**src/rtl/ps2_pkg.sv**
```systemverilog
// Shared types and constants for the PS/2 keyboard receiver.
// Frame FSM encoding, scan-code prefix bytes and the frame parity check.
package ps2_pkg;

    typedef enum logic [1:0] {
        ST_IDLE,
        ST_DATA,
        ST_PARITY,
        ST_STOP
    } ps2_state_e;

    localparam logic [7:0] PS2_EXT       = 8'hE0;
    localparam logic [7:0] PS2_REL       = 8'hF0;
    localparam int         PS2_DATA_BITS = 8;

    // The eight data bits plus the parity bit must contain an odd number of ones.
    function automatic logic odd_parity_ok(input logic [7:0] data, input logic par);
        return ^{data, par};
    endfunction

endpackage

```
**src/rtl/ps2_clk_filter.sv**
```systemverilog
// Synchronizes the raw PS/2 clock and debounces it.
// Emits a one-cycle fall strobe on each filtered high-to-low transition.
module ps2_clk_filter #(
    parameter int FILTER_LEN = 8
) (
    input  logic clk_i,
    input  logic reset_i,
    input  logic kbd_clk_i,
    output logic fall_o
);

    localparam int            CW       = $clog2(FILTER_LEN + 1);
    localparam logic [CW-1:0] CNT_LAST = CW'(FILTER_LEN - 1);

    logic          meta_q;
    logic          sync_q;
    logic          filt_q;
    logic          fall_q;
    logic [CW-1:0] cnt_q;

    always_ff @(posedge clk_i) begin
        if (reset_i) begin
            meta_q <= 1'b1;
            sync_q <= 1'b1;
            filt_q <= 1'b1;
            cnt_q  <= '0;
            fall_q <= 1'b0;
        end else begin
            meta_q <= kbd_clk_i;
            sync_q <= meta_q;
            fall_q <= 1'b0;
            // The toggle lands on the FILTER_LEN-th consecutive cycle of disagreement.
            if (sync_q != filt_q) begin
                if (cnt_q == CNT_LAST) begin
                    filt_q <= sync_q;
                    cnt_q  <= '0;
                    fall_q <= ~sync_q;
                end else begin
                    cnt_q <= cnt_q + 1'b1;
                end
            end else begin
                cnt_q <= '0;
            end
        end
    end

    assign fall_o = fall_q;

endmodule

```
**src/rtl/ps2_key_tracker.sv**
```systemverilog
// PS/2 set-2 receiver: frames bytes, resolves E0/F0 prefixes into make/break events,
// and holds an active-low level for one tracked key.
//
// state     | meaning
// ST_IDLE   | waiting for a start bit (data low on fall)
// ST_DATA   | shifting in 8 data bits, LSB first
// ST_PARITY | capturing the odd-parity bit
// ST_STOP   | checking stop bit and parity, releasing the byte
module ps2_key_tracker #(
    parameter logic [8:0] KEY_CODE   = 9'h175,
    parameter int         FILTER_LEN = 8,
    parameter int         TIMEOUT    = 50000
) (
    input  logic       clk,
    input  logic       reset,
    input  logic       kbdClk,
    input  logic       kbdData,
    output logic [8:0] keyCode,
    output logic       make,
    output logic       brk,
    output logic       frameErr,
    output logic       keyN
);

    import ps2_pkg::*;

    localparam int            TW        = $clog2(TIMEOUT + 1);
    localparam logic [TW-1:0] TMO_LIMIT = TW'(TIMEOUT);
    localparam logic [2:0]    LAST_BIT  = 3'(PS2_DATA_BITS - 1);

    logic          fall;
    logic          data_meta_q;
    logic          data_sync_q;

    ps2_state_e    state_q;
    logic [2:0]    bit_cnt_q;
    logic [7:0]    shift_q;
    logic          parity_q;
    logic [TW-1:0] tmo_q;
    logic          byte_valid_q;
    logic [7:0]    byte_q;
    logic          frame_err_q;

    logic          ext_q;
    logic          rel_q;
    logic [8:0]    key_code_q;
    logic          make_q;
    logic          brk_q;
    logic          key_n_q;

    ps2_clk_filter #(
        .FILTER_LEN(FILTER_LEN)
    ) u_clk_filter (
        .clk_i    (clk),
        .reset_i  (reset),
        .kbd_clk_i(kbdClk),
        .fall_o   (fall)
    );

    always_ff @(posedge clk) begin
        if (reset) begin
            data_meta_q <= 1'b1;
            data_sync_q <= 1'b1;
        end else begin
            data_meta_q <= kbdData;
            data_sync_q <= data_meta_q;
        end
    end

    always_ff @(posedge clk) begin
        if (reset) begin
            state_q      <= ST_IDLE;
            bit_cnt_q    <= '0;
            shift_q      <= '0;
            parity_q     <= 1'b0;
            tmo_q        <= '0;
            byte_valid_q <= 1'b0;
            byte_q       <= '0;
            frame_err_q  <= 1'b0;
        end else begin
            byte_valid_q <= 1'b0;
            frame_err_q  <= 1'b0;
            if (fall) begin
                tmo_q <= '0;
                case (state_q)
                    ST_IDLE: begin
                        if (!data_sync_q) begin
                            state_q   <= ST_DATA;
                            bit_cnt_q <= '0;
                        end else begin
                            frame_err_q <= 1'b1;
                        end
                    end
                    ST_DATA: begin
                        shift_q   <= {data_sync_q, shift_q[7:1]};
                        bit_cnt_q <= bit_cnt_q + 1'b1;
                        if (bit_cnt_q == LAST_BIT) begin
                            state_q <= ST_PARITY;
                        end
                    end
                    ST_PARITY: begin
                        parity_q <= data_sync_q;
                        state_q  <= ST_STOP;
                    end
                    ST_STOP: begin
                        if (data_sync_q && odd_parity_ok(shift_q, parity_q)) begin
                            byte_valid_q <= 1'b1;
                            byte_q       <= shift_q;
                        end else begin
                            frame_err_q <= 1'b1;
                        end
                        state_q <= ST_IDLE;
                    end
                    default: state_q <= ST_IDLE;
                endcase
            end else if (state_q != ST_IDLE) begin
                // A stalled keyboard must not leave the receiver stuck mid-frame.
                if (tmo_q == TMO_LIMIT) begin
                    state_q     <= ST_IDLE;
                    frame_err_q <= 1'b1;
                    tmo_q       <= '0;
                end else begin
                    tmo_q <= tmo_q + 1'b1;
                end
            end else begin
                tmo_q <= '0;
            end
        end
    end

    always_ff @(posedge clk) begin
        if (reset) begin
            ext_q      <= 1'b0;
            rel_q      <= 1'b0;
            key_code_q <= '0;
            make_q     <= 1'b0;
            brk_q      <= 1'b0;
            key_n_q    <= 1'b1;
        end else begin
            make_q <= 1'b0;
            brk_q  <= 1'b0;
            if (frame_err_q) begin
                ext_q <= 1'b0;
                rel_q <= 1'b0;
            end else if (byte_valid_q) begin
                if (byte_q == PS2_EXT) begin
                    ext_q <= 1'b1;
                end else if (byte_q == PS2_REL) begin
                    rel_q <= 1'b1;
                end else begin
                    key_code_q <= {ext_q, byte_q};
                    make_q     <= ~rel_q;
                    brk_q      <= rel_q;
                    ext_q      <= 1'b0;
                    rel_q      <= 1'b0;
                    if ({ext_q, byte_q} == KEY_CODE) begin
                        key_n_q <= rel_q;
                    end
                end
            end
        end
    end

    assign keyCode  = key_code_q;
    assign make     = make_q;
    assign brk      = brk_q;
    assign frameErr = frame_err_q;
    assign keyN     = key_n_q;

endmodule

```
**config.mk**
```make
export PLATFORM = sky130hd
export DESIGN_NAME = ps2_key_tracker
export DESIGN_NICKNAME = d
export VERILOG_FILES = /design/src/rtl/ps2_pkg.sv /design/src/rtl/ps2_clk_filter.sv /design/src/rtl/ps2_key_tracker.sv
export SDC_FILE = /design/constraint.sdc
export NUM_CORES = 1
export LEC_CHECK = 0
export CAP_MARGIN = 10
export CORE_MARGIN = 2
export CORE_UTILIZATION = 60
export CTS_BUF_LIST = sky130_fd_sc_hd__clkbuf_8
export DETAILED_ROUTE_END_ITERATION = 10
export HOLD_SLACK_MARGIN = 0.03
export PLACE_DENSITY = 0.78
export SYNTH_ARGS = -nofsm -noshare
export SYNTH_HDL_FRONTEND = slang
export SYNTH_SLANG_ARGS = --single-unit
```
**constraint.sdc**
```tcl
create_clock -name clk -period 3.09 [get_ports clk]
set_input_delay 0.309 -clock clk [delete_from_list [all_inputs] [get_ports clk]]
set_output_delay 0.309 -clock clk [all_outputs]
set_load 0.02 [all_outputs]
```
==> impl_summary.log <==
[flow] summary of implementation run
[metrics] result of the run: completed
[metrics] worst-case setup margin in the final layout: 929 ps
[metrics] part of the total power dissipated in combinational logic: under 10%
[metrics] post-layout period usage: between 60% and 70%
[metrics] synthesized area per cell: around 9.4 um2
[metrics] Placement Setup Slack: ~950 ps
[metrics] port bufs: 16
[metrics] Worst Skew: between 9 and 10 ps
[metrics] critical setup path kind: reg2reg
[metrics] clock network fraction of total power: about half
[metrics] setup repair after global routing missed its margin: no
[metrics] Inserted Diodes: 0
[metrics] multiplexer share of the synthesized area: 7.61%
[metrics] Comb area: between 0.001 and 0.0015 mm2
[metrics] worst slew pin tran: roughly 650 ps
[metrics] Largest cells by area: sky130_fd_sc_hd__dfxtp_1, sky130_fd_sc_hd__mux2i_1, sky130_fd_sc_hd__nor2_1
[metrics] count of cells along the worst hold path: 1
[metrics] critical path data arrival time: about 2400 ps
[metrics] maximum number of pins on one net before global-route repair: 46
[metrics] top cells by instance count after synthesis: sky130_fd_sc_hd__dfxtp_1, sky130_fd_sc_hd__nor2_1, sky130_fd_sc_hd__nand2_1, sky130_fd_sc_hd__mux2i_1, sky130_fd_sc_hd__nand3_1
[metrics] Worst R2R End: tmo_q[5]
[metrics] layout multi-input combinational cell count: 198
[metrics] Worst slew margin: a little under three fifths
[metrics] placed wire-length estimate: about 3100 um
[metrics] sequential element share of the synthesized area: between 40% and 50%
[metrics] largest non-sequential cell family by area: simple AND/OR/NAND/NOR gates
[metrics] total CTS buffers: 9
[metrics] Hold-fix buffers, CTS: 0
[metrics] power spent charging and discharging nets: 0.000320 W
[metrics] achievable frequency: 0.463 GHz
[metrics] I/O pin count: 17
[metrics] R2R cell count: 4
[metrics] OpenROAD warning count: 31
[metrics] met2 wirelength from detailed routing: between 2000 and 2500 um
[metrics] total count of hold-check failures in the final report: 0
[metrics] buffers from clock root to sink, at most: 2
[metrics] tally of clock buffers in the finished layout: 12
[metrics] async set-reset flop share out of synthesis: 0%
[metrics] Critical R2R Launch: tmo_q[3]
[metrics] clock latency on the worst-skew pair: ~330 ps
[metrics] GR peak layer: met2
[metrics] element type at the critical path end: register
[metrics] antenna violation net count after detailed routing: 0
[metrics] power in the clock group: a little over 0.0008 W
[metrics] Die Area: roughly 0.0050 mm2
[metrics] Routed met3 length: 134 um
[metrics] number of filler cells placed in the layout: between 300 and 400
[metrics] Final setup viols: 0
[metrics] Largest Pwr Group: sequential cells
[stage by stage]
| step | hold WS (ps) | power (W) |
|---|---|---|
| floorplan | 389 | 0.000859 |
| global placement | 393 | 0.000866 |
| detailed placement | 395 | 0.000866 |
| CTS | 406 | 0.00170 |
| global route | 415 | 0.00173 |
| finish | 404 | 0.00167 |
[registers in the layout (all words and copies together) (netlist names), 2 cells and up]
signal / count
byte_q: 8
bit_cnt_q: 3
tmo_q: 16
shift_q: 8
u_clk_filter.cnt_q: 4
state_q: 2
keyCode: 9
[worst max-delay path, cell delays in order (launching register included)]
cell                      delay [ps]
sky130_fd_sc_hd__dfxtp_1         350
sky130_fd_sc_hd__or4b_2          680
sky130_fd_sc_hd__nor4_1          370
sky130_fd_sc_hd__or4_1           530
sky130_fd_sc_hd__nor2_1          100
Signal wires by layer:
Two of the layers only.
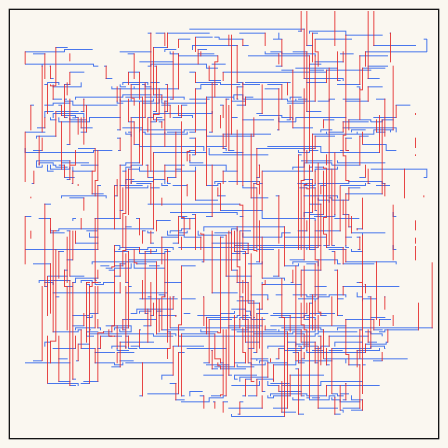
met1: drawn in blue, wire length 2130 um. met2: drawn in red, wire length 2210 um.
via total after detailed routing: 1955
WL final: 4550 um

Layout detail:
Region (40, 5) to (65, 30) um. Cells in gray, sequential cells in the stronger gray; small squares are vias.
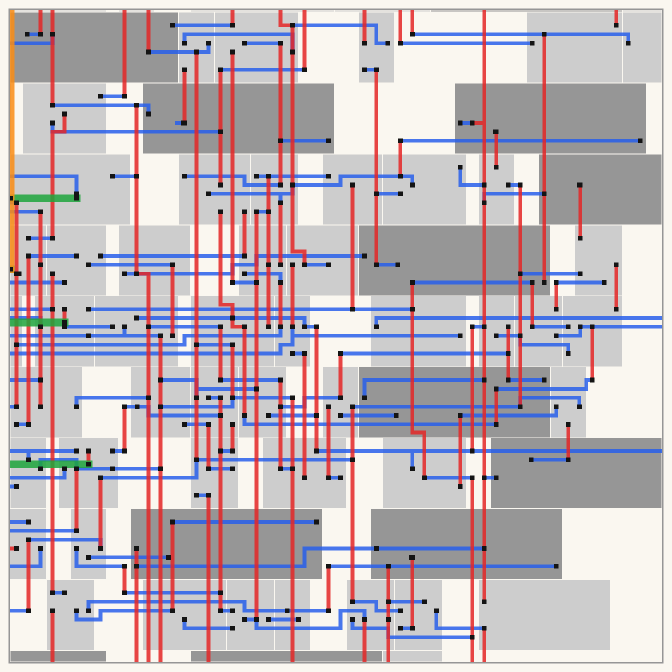
met2: drawn in red. met1: drawn in blue. met3: drawn in green. met4: drawn in orange.
Netlist names of flops here include tmo_q (7). Sequential cells in the window: 9. Most frequent: dfxtp_1 (9), nor2_1 (6), nand3_1 (5). 54 logic cells have their middle in the window.

Routing congestion:
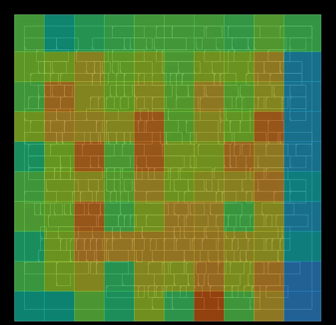
Util after Layout: 71.8%
met1 demand-to-capacity share in global routing: 24.7%
detailed-route wire length per cell: 12.6 um
global router's overall resource usage: 20.0%

Sequential cells colored by netlist name:
Other sequential cells in the stronger gray, the rest of the logic in the fainter gray.
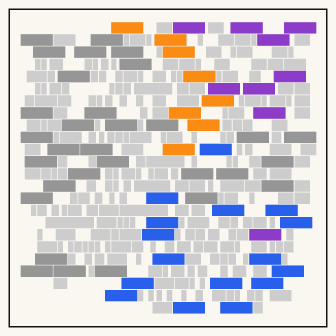
byte_q: drawn in orange, sequential cells 8, where north. tmo_q: drawn in blue, sequential cells 16. keyCode: drawn in purple, sequential cells 9, where north-east.
area taken by flip-flops and latches: 0.00128 mm2
fraction of area in registers: 41.3%
sequential power: 0.000829 W

Power grid:
The bar under the picture is 20 um long. Pins as bars on the die edge. Tap cells in gray.
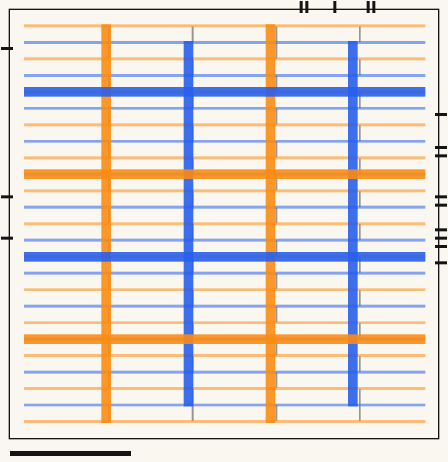
VSS: drawn in orange. VDD: drawn in blue.
4 straps on met4. 17 signal pins sit on the boundary. 52 tap cells. The core has 24 rows. 25 met1 rails follow the rows.
Die Y: 70.6 um
worst voltage drop across the vdd grid: 0.000435 V
core area: 0.00432 mm2

Power figures rest on the tool's default switching activity, not on a simulated workload.
